[src/rtl/store_merge_pkg.sv]
// Shared types and helpers for the read-modify-write store merge unit.
package store_merge_pkg;

    typedef enum logic [2:0] {
        IDLE,
        RD,
        WAIT,
        WR,
        DONE,
        ERR
    } state_t;

    localparam logic [2:0] F3_SB = 3'b000;
    localparam logic [2:0] F3_SH = 3'b001;
    localparam logic [2:0] F3_SW = 3'b010;
    localparam logic [2:0] F3_SD = 3'b011;

    // Access size in bytes, never wider than one memory word.
    function automatic logic [3:0] size_bytes(input logic [2:0] funct3, input int data_w);
        logic [3:0] full;
        logic [3:0] b;
        full = 4'(data_w / 8);
        case (funct3)
            F3_SB:   b = 4'd1;
            F3_SH:   b = 4'd2;
            F3_SW:   b = 4'd4;
            F3_SD:   b = 4'd8;
            default: b = full;
        endcase
        if (b > full) b = full;
        return b;
    endfunction

endpackage

[src/rtl/store_merge_if.sv]
// Request and data-memory port bundle of the store merge unit.
interface store_merge_if #(
    parameter int DATA_W = 64,
    parameter int ADDR_W = 64
);
    logic              req_valid;
    logic              req_ready;
    logic [2:0]        req_funct3;
    logic [ADDR_W-1:0] req_addr;
    logic [DATA_W-1:0] req_data;
    logic [ADDR_W-1:0] mem_addr;
    logic              mem_rd_en;
    logic [DATA_W-1:0] mem_rd_data;
    logic              mem_wr_en;
    logic [DATA_W-1:0] mem_wr_data;
    logic              done;
    logic              misalign_err;

    modport master (
        output req_valid, req_funct3, req_addr, req_data, mem_rd_data,
        input  req_ready, mem_addr, mem_rd_en, mem_wr_en, mem_wr_data, done, misalign_err
    );

    modport slave (
        input  req_valid, req_funct3, req_addr, req_data, mem_rd_data,
        output req_ready, mem_addr, mem_rd_en, mem_wr_en, mem_wr_data, done, misalign_err
    );
endinterface

[src/rtl/byte_lane_merge.sv]
// Combinational byte merge: replaces lanes [off, off+bytes-1] of a word with right-aligned new data.
module byte_lane_merge #(
    parameter int DATA_W = 64
) (
    input  logic [DATA_W-1:0]               old_word,
    input  logic [DATA_W-1:0]               new_data,
    input  logic [$clog2(DATA_W/8)-1:0]     off,
    input  logic [3:0]                      bytes,
    output logic [DATA_W-1:0]               merged
);
    localparam int NB = DATA_W / 8;

    always_comb begin
        merged = old_word;
        for (int i = 0; i < NB; i++) begin
            if (i >= int'(off) && i < int'(off) + int'(bytes))
                merged[8*i +: 8] = new_data[8*(i - int'(off)) +: 8];
        end
    end
endmodule

[src/rtl/store_merge_unit.sv]
// Sub-word store as read-modify-write against data memory.
// Optional FULL_STORE_BYPASS_EN: aligned full-width stores skip the read.
module store_merge_unit
    import store_merge_pkg::*;
#(
    parameter int DATA_W  = 64,
    parameter int ADDR_W  = 64,
    parameter int MEM_LAT = 1
) (
    input logic          clk,
    input logic          reset,
    store_merge_if.slave bus
);
    localparam int NB    = DATA_W / 8;
    localparam int OFF_W = $clog2(NB);
    localparam int CNT_W = $clog2(MEM_LAT + 1);
    localparam logic [CNT_W-1:0] CNT_LAST = CNT_W'(MEM_LAT - 1);

    state_t            state_q, state_d;
    logic [CNT_W-1:0]  cnt_q, cnt_d;
    logic [ADDR_W-1:0] addr_q;
    logic [OFF_W-1:0]  off_q;
    logic [3:0]        bytes_q;
    logic [DATA_W-1:0] data_q;
    logic [DATA_W-1:0] rdata_q;

    logic              accept;
    logic [3:0]        req_bytes;
    logic [OFF_W-1:0]  req_off;
    logic              req_misalign;
    logic              rd_last;
    logic [DATA_W-1:0] merged;

    assign accept       = bus.req_valid && (state_q == IDLE);
    assign req_bytes    = size_bytes(bus.req_funct3, DATA_W);
    assign req_off      = bus.req_addr[OFF_W-1:0];
    // Sizes are powers of two, so off % bytes reduces to a mask test.
    assign req_misalign = |(req_off & OFF_W'(req_bytes - 4'd1));
    assign rd_last      = (state_q == WAIT) && (cnt_q == CNT_LAST);

    byte_lane_merge #(.DATA_W(DATA_W)) u_merge (
        .old_word (rdata_q),
        .new_data (data_q),
        .off      (off_q),
        .bytes    (bytes_q),
        .merged   (merged)
    );

    always_ff @(posedge clk) begin
        if (reset) begin
            state_q <= IDLE;
            cnt_q   <= '0;
        end else begin
            state_q <= state_d;
            cnt_q   <= cnt_d;
        end
    end

    always_ff @(posedge clk) begin
        if (accept) begin
            addr_q  <= {bus.req_addr[ADDR_W-1:OFF_W], {OFF_W{1'b0}}};
            off_q   <= req_off;
            bytes_q <= req_bytes;
            data_q  <= bus.req_data;
        end
        if (rd_last)
            rdata_q <= bus.mem_rd_data;
    end

    always_comb begin
        state_d          = state_q;
        cnt_d            = cnt_q;
        bus.req_ready    = 1'b0;
        bus.mem_rd_en    = 1'b0;
        bus.mem_wr_en    = 1'b0;
        bus.done         = 1'b0;
        bus.misalign_err = 1'b0;
        bus.mem_addr     = '0;
        bus.mem_wr_data  = '0;
        case (state_q)
            IDLE: begin
                bus.req_ready = 1'b1;
                if (accept) begin
                    if (req_misalign)
                        state_d = ERR;
`ifdef FULL_STORE_BYPASS_EN
                    else if (req_bytes == 4'(NB) && req_off == '0)
                        state_d = WR;
`endif
                    else
                        state_d = RD;
                end
            end
            RD: begin
                bus.mem_rd_en = 1'b1;
                bus.mem_addr  = addr_q;
                cnt_d         = '0;
                state_d       = WAIT;
            end
            WAIT: begin
                bus.mem_addr = addr_q;
                if (rd_last)
                    state_d = WR;
                else
                    cnt_d = cnt_q + 1'b1;
            end
            WR: begin
                bus.mem_wr_en   = 1'b1;
                bus.mem_addr    = addr_q;
                bus.mem_wr_data = merged;
                state_d         = DONE;
            end
            DONE: begin
                bus.done = 1'b1;
                state_d  = IDLE;
            end
            ERR: begin
                bus.misalign_err = 1'b1;
                state_d          = IDLE;
            end
            default: state_d = IDLE;
        endcase
    end
endmodule

[src/flat_wrapper.sv]
// flat-port wrapper written by rule: the top's interface ports become plain ports
module store_merge_unit_flat import store_merge_pkg::*;
#(
    parameter int DATA_W  = 64,
    parameter int ADDR_W  = 64,
    parameter int MEM_LAT = 1
)
  (clk, reset, bus_req_valid, bus_req_funct3, bus_req_addr, bus_req_data, bus_mem_rd_data, bus_req_ready, bus_mem_addr, bus_mem_rd_en, bus_mem_wr_en, bus_mem_wr_data, bus_done, bus_misalign_err);
  store_merge_if #(.DATA_W(DATA_W), .ADDR_W(ADDR_W)) bus_i ();
  input logic clk;
  input logic reset;
  input wire logic [$bits(bus_i.req_valid)-1:0] bus_req_valid;
  input wire logic [$bits(bus_i.req_funct3)-1:0] bus_req_funct3;
  input wire logic [$bits(bus_i.req_addr)-1:0] bus_req_addr;
  input wire logic [$bits(bus_i.req_data)-1:0] bus_req_data;
  input wire logic [$bits(bus_i.mem_rd_data)-1:0] bus_mem_rd_data;
  output wire logic [$bits(bus_i.req_ready)-1:0] bus_req_ready;
  output wire logic [$bits(bus_i.mem_addr)-1:0] bus_mem_addr;
  output wire logic [$bits(bus_i.mem_rd_en)-1:0] bus_mem_rd_en;
  output wire logic [$bits(bus_i.mem_wr_en)-1:0] bus_mem_wr_en;
  output wire logic [$bits(bus_i.mem_wr_data)-1:0] bus_mem_wr_data;
  output wire logic [$bits(bus_i.done)-1:0] bus_done;
  output wire logic [$bits(bus_i.misalign_err)-1:0] bus_misalign_err;
  assign bus_i.req_valid = bus_req_valid;
  assign bus_i.req_funct3 = bus_req_funct3;
  assign bus_i.req_addr = bus_req_addr;
  assign bus_i.req_data = bus_req_data;
  assign bus_i.mem_rd_data = bus_mem_rd_data;
  assign bus_req_ready = bus_i.req_ready;
  assign bus_mem_addr = bus_i.mem_addr;
  assign bus_mem_rd_en = bus_i.mem_rd_en;
  assign bus_mem_wr_en = bus_i.mem_wr_en;
  assign bus_mem_wr_data = bus_i.mem_wr_data;
  assign bus_done = bus_i.done;
  assign bus_misalign_err = bus_i.misalign_err;
  store_merge_unit #(.DATA_W(DATA_W), .ADDR_W(ADDR_W), .MEM_LAT(MEM_LAT)) u_core (.clk(clk), .reset(reset), .bus(bus_i));
endmodule
[config.mk]
export PLATFORM = sky130hd
export DESIGN_NAME = store_merge_unit_flat
export DESIGN_NICKNAME = d
export VERILOG_FILES = /design/src/rtl/store_merge_pkg.sv /design/src/rtl/store_merge_if.sv /design/src/rtl/byte_lane_merge.sv /design/src/rtl/store_merge_unit.sv /design/src/flat_wrapper.sv
export SDC_FILE = /design/constraint.sdc
export NUM_CORES = 1
export LEC_CHECK = 0
export ABC_AREA = 1
export CORE_MARGIN = 5
export CORE_UTILIZATION = 50
export CTS_CLUSTER_DIAMETER = 100
export DETAILED_ROUTE_END_ITERATION = 10
export DONT_BUFFER_PORTS = 1
export GPL_ROUTABILITY_DRIVEN = 0
export GPL_TIMING_DRIVEN = 0
export HOLD_SLACK_MARGIN = 0.03
export PLACE_DENSITY = 0.75
export SYNTH_ARGS = -nofsm -noshare
export SYNTH_HDL_FRONTEND = slang
export SYNTH_SLANG_ARGS = --single-unit
export TNS_END_PERCENT = 1
[constraint.sdc]
create_clock -name clk -period 20.6 [get_ports clk]
set_clock_uncertainty 0.15 [all_clocks]
set_input_delay 6.18 -clock clk [delete_from_list [all_inputs] [get_ports clk]]
set_output_delay 6.18 -clock clk [all_outputs]
set_load 0.1 [all_outputs]
Fig. 1: clock nets
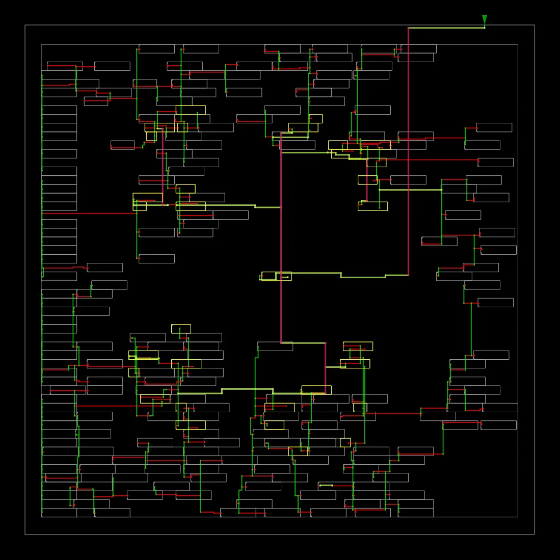
clk pwr: 0.000343 W
insertion delay to the later sink of the worst-skew pair: 0.44 ns
registers: 200
Layout clock buffers: 17

Fig. 2: I/O nets highlighted
Scale: 2 px per um.
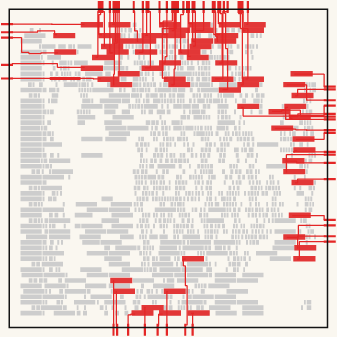
`bus_mem_rd_data`: in red, bits 64, direction input, end cells 64, buffers 0, wire 1500 um.
Ports: 331
# port buffers: 0

Fig. 3: selected gate families
Scale: 3 px per um.
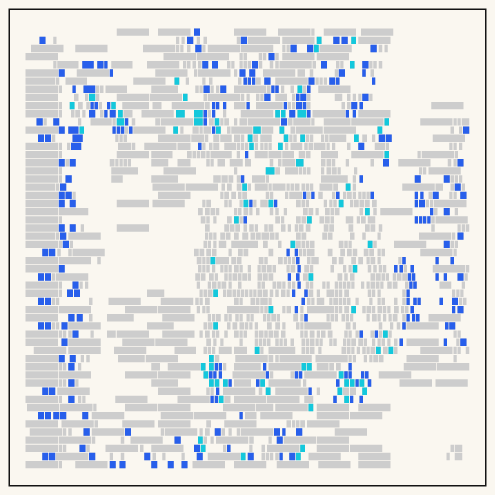
aoi and oai cells: in cyan, cells 81. nor cells: in blue, cells 252, where spread over the die.
Non-Filler Instances: 1676
combinational fraction of the cell area: 35.40%
most instantiated logic cell after routing: nand2_1

Fig. 4: placement density heat map
Scale: 1.5 px per um. The die is cut into 16 by 16 equal tiles; dark purple is low, yellow is high, 0 to 100% covered.
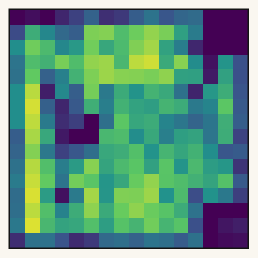
The emptiest ninth of the die: top right. 18% of the tiles are over 75% full. The mean over all tiles is 49%. The fullest tile reaches 95%. 7.4% of the tiles are nearly empty.
final core utilization: 57.52%
floorplan utilization: 50.58%
core region area: 21760 um^2

==> changes_impl.md <==
### Changed

* VDD IR max at 0.0001171 V
* Post-CTS setup buffers at 0
* First-pass GRT wire length at 53310 um
* Cells after synthesis at between 1k and 1.5k
* Fin Hold WS at 0.3655 ns
* Crit Path Max Fanout at 12
* Fmax at 0.09124 GHz
* Clock Pin Slew Worst Setup and Hold Paths at around 0.08 ns
* Top cells by count: nand2_1 (402), nor2_1 (247), edfxtp_1 (196)
* P&R area growth vs syn at 13.73%
* DP Worst Slack at 10.34 ns
* Cell type taking the most area: registers
* LEAKAGE at between 5 and 6 nW
* Cycle use final at between 50% and 60%
* CP startpoint kind: flip-flop
* Largest Pwr Group: combinational logic
* Yosys warns at 0
* Inverters excl. clock at about 150
* Worst EP required at 14.27 ns
* Routed vias/inst at 5.702
* Vias in the first global route at about 9.3k
* Critical path's largest stage delay at 0.86 ns
* Part of the power in registers at 30.7%
* Dominant cell type by area after synthesis: edfxtp_1
* Yosys stat area at 11000 um^2
* Internal Power at between 0.0008 and 0.0009 W
* Max-cap violations at 0
* Grt total ovfl at 0
* # DRC at 0
* Cell area power density at 152.0 nW/um^2
* RSZ-0062 raised after global routing: false
* Final nets at 1599
* Clock share of power at between 10% and 20%
* Hold Buf Count CTS at 0
* Post-synth mux share at 0%
* 1st-iter DRT viols at 1275
* TritonCTS clock tree: yes
* DIE HEIGHT at 158.3 um
* Num CTS Buffers at 17
* Seq area share at 47.68%
* Drt wl/cell at ~22 um
* Top Usage Layer GRT: met2
* Top cells excl fill/tap: nand2_1 (402), edfxtp_1 (196), nand3_1 (160), inv_1 (149), nor2_1 (125)
* Flip-flops with a built-in enable at around 200
* Crit path arrival time at 4.63 ns
* Tapcells at around 280
* Largest net degree at the start of global routing at 37
* Power consumption at 0.001902 W
* Primary FF master, synth: edfxtp_1
* Sw Share at 53.08%
* Crit-path most repeated cell: ha_1
* Non-clock buffer area fraction after layout at 4.670%
* Synth Area in Compound Gates at 4.003%
* Layout cell share with drive strength beyond 1 at 16.69%
* Critical path class: reg -> out
* HP Class: reg -> reg
* Non-clk bufs at 77
* Area post-placement at 11900 um^2
* Largest regs: u_core.data_q x64, u_core.rdata_q x64, u_core.addr_q x61
* Vias at 9556
* Setup_tns at 0 ns
* Ant. Diodes at 0
* Seq share, synth at 54.22%
* Post-synth ARST share at 0%
* Sequential logic power at 0.000583 W
* Gate power share at 51.3%
* Floorplan row count at 54
* Power in combinational cells at 0.000976 W
* Dominant kind of combinational cell: simple AND/OR/NAND/NOR gates
* Reg2reg setup slack at ~18 ns
* OpenROAD warning count at 35
* Final HPWL DP at 28420 um
* Logic area at 4429 um^2
* Met2 Use GR at 51.06%
* H-tree levels at 4
* Flops after synth at 200
* Post-synthesis xor/xnor area fraction at 0%
* Fin area at 12510 um^2
* Post-Syn Area per Cell at 8.126 um^2
* AND/OR/NAND/NOR Cells, Area Fraction at 30.90%
* Clk tree area frac at under 10%
* Buffers plus inverters on the worst setup path at 3
* Root buffer cell: clkbuf_16
* Placed Cells at 1644
* Status: complete, no violations
* Worst path cell trace: inv_2, buf_1, ha_1, ha_1, clkbuf_1, nand3_1, a21oi_1, nor2_1, nor2_2
* Antenna viol nets, final at 0
* Worst setup margin at around 9.6 ns
* Max-slew violation count at 0
* GR Layer Usage met1 at 32.08%
routing by layer:
metal / wire length [um] / part of all wire (%)
met4: 1794 / 4.9
met1: 11880 / 33
met5: 13 / 0.036
met2: 18520 / 51
met3: 4328 / 12
worst paths after layout:
kind                                                endpoint                           start  cells after the start
worst max-delay path                     bus_mem_wr_data[36]       u_core.off_q[1]$_DFFE_PP_                      9
worst min-delay path               u_core.cnt_q$_SDFFE_PP0P_       u_core.cnt_q$_SDFFE_PP0P_                      2
worst max register to register  u_core.rdata_q[18]$_DFFE_PP_  u_core.state_q[2]$_SDFFE_PP0P_                      4
worst min register to register     u_core.cnt_q$_SDFFE_PP0P_       u_core.cnt_q$_SDFFE_PP0P_                      2
Power and IR drop assume default switching activity.
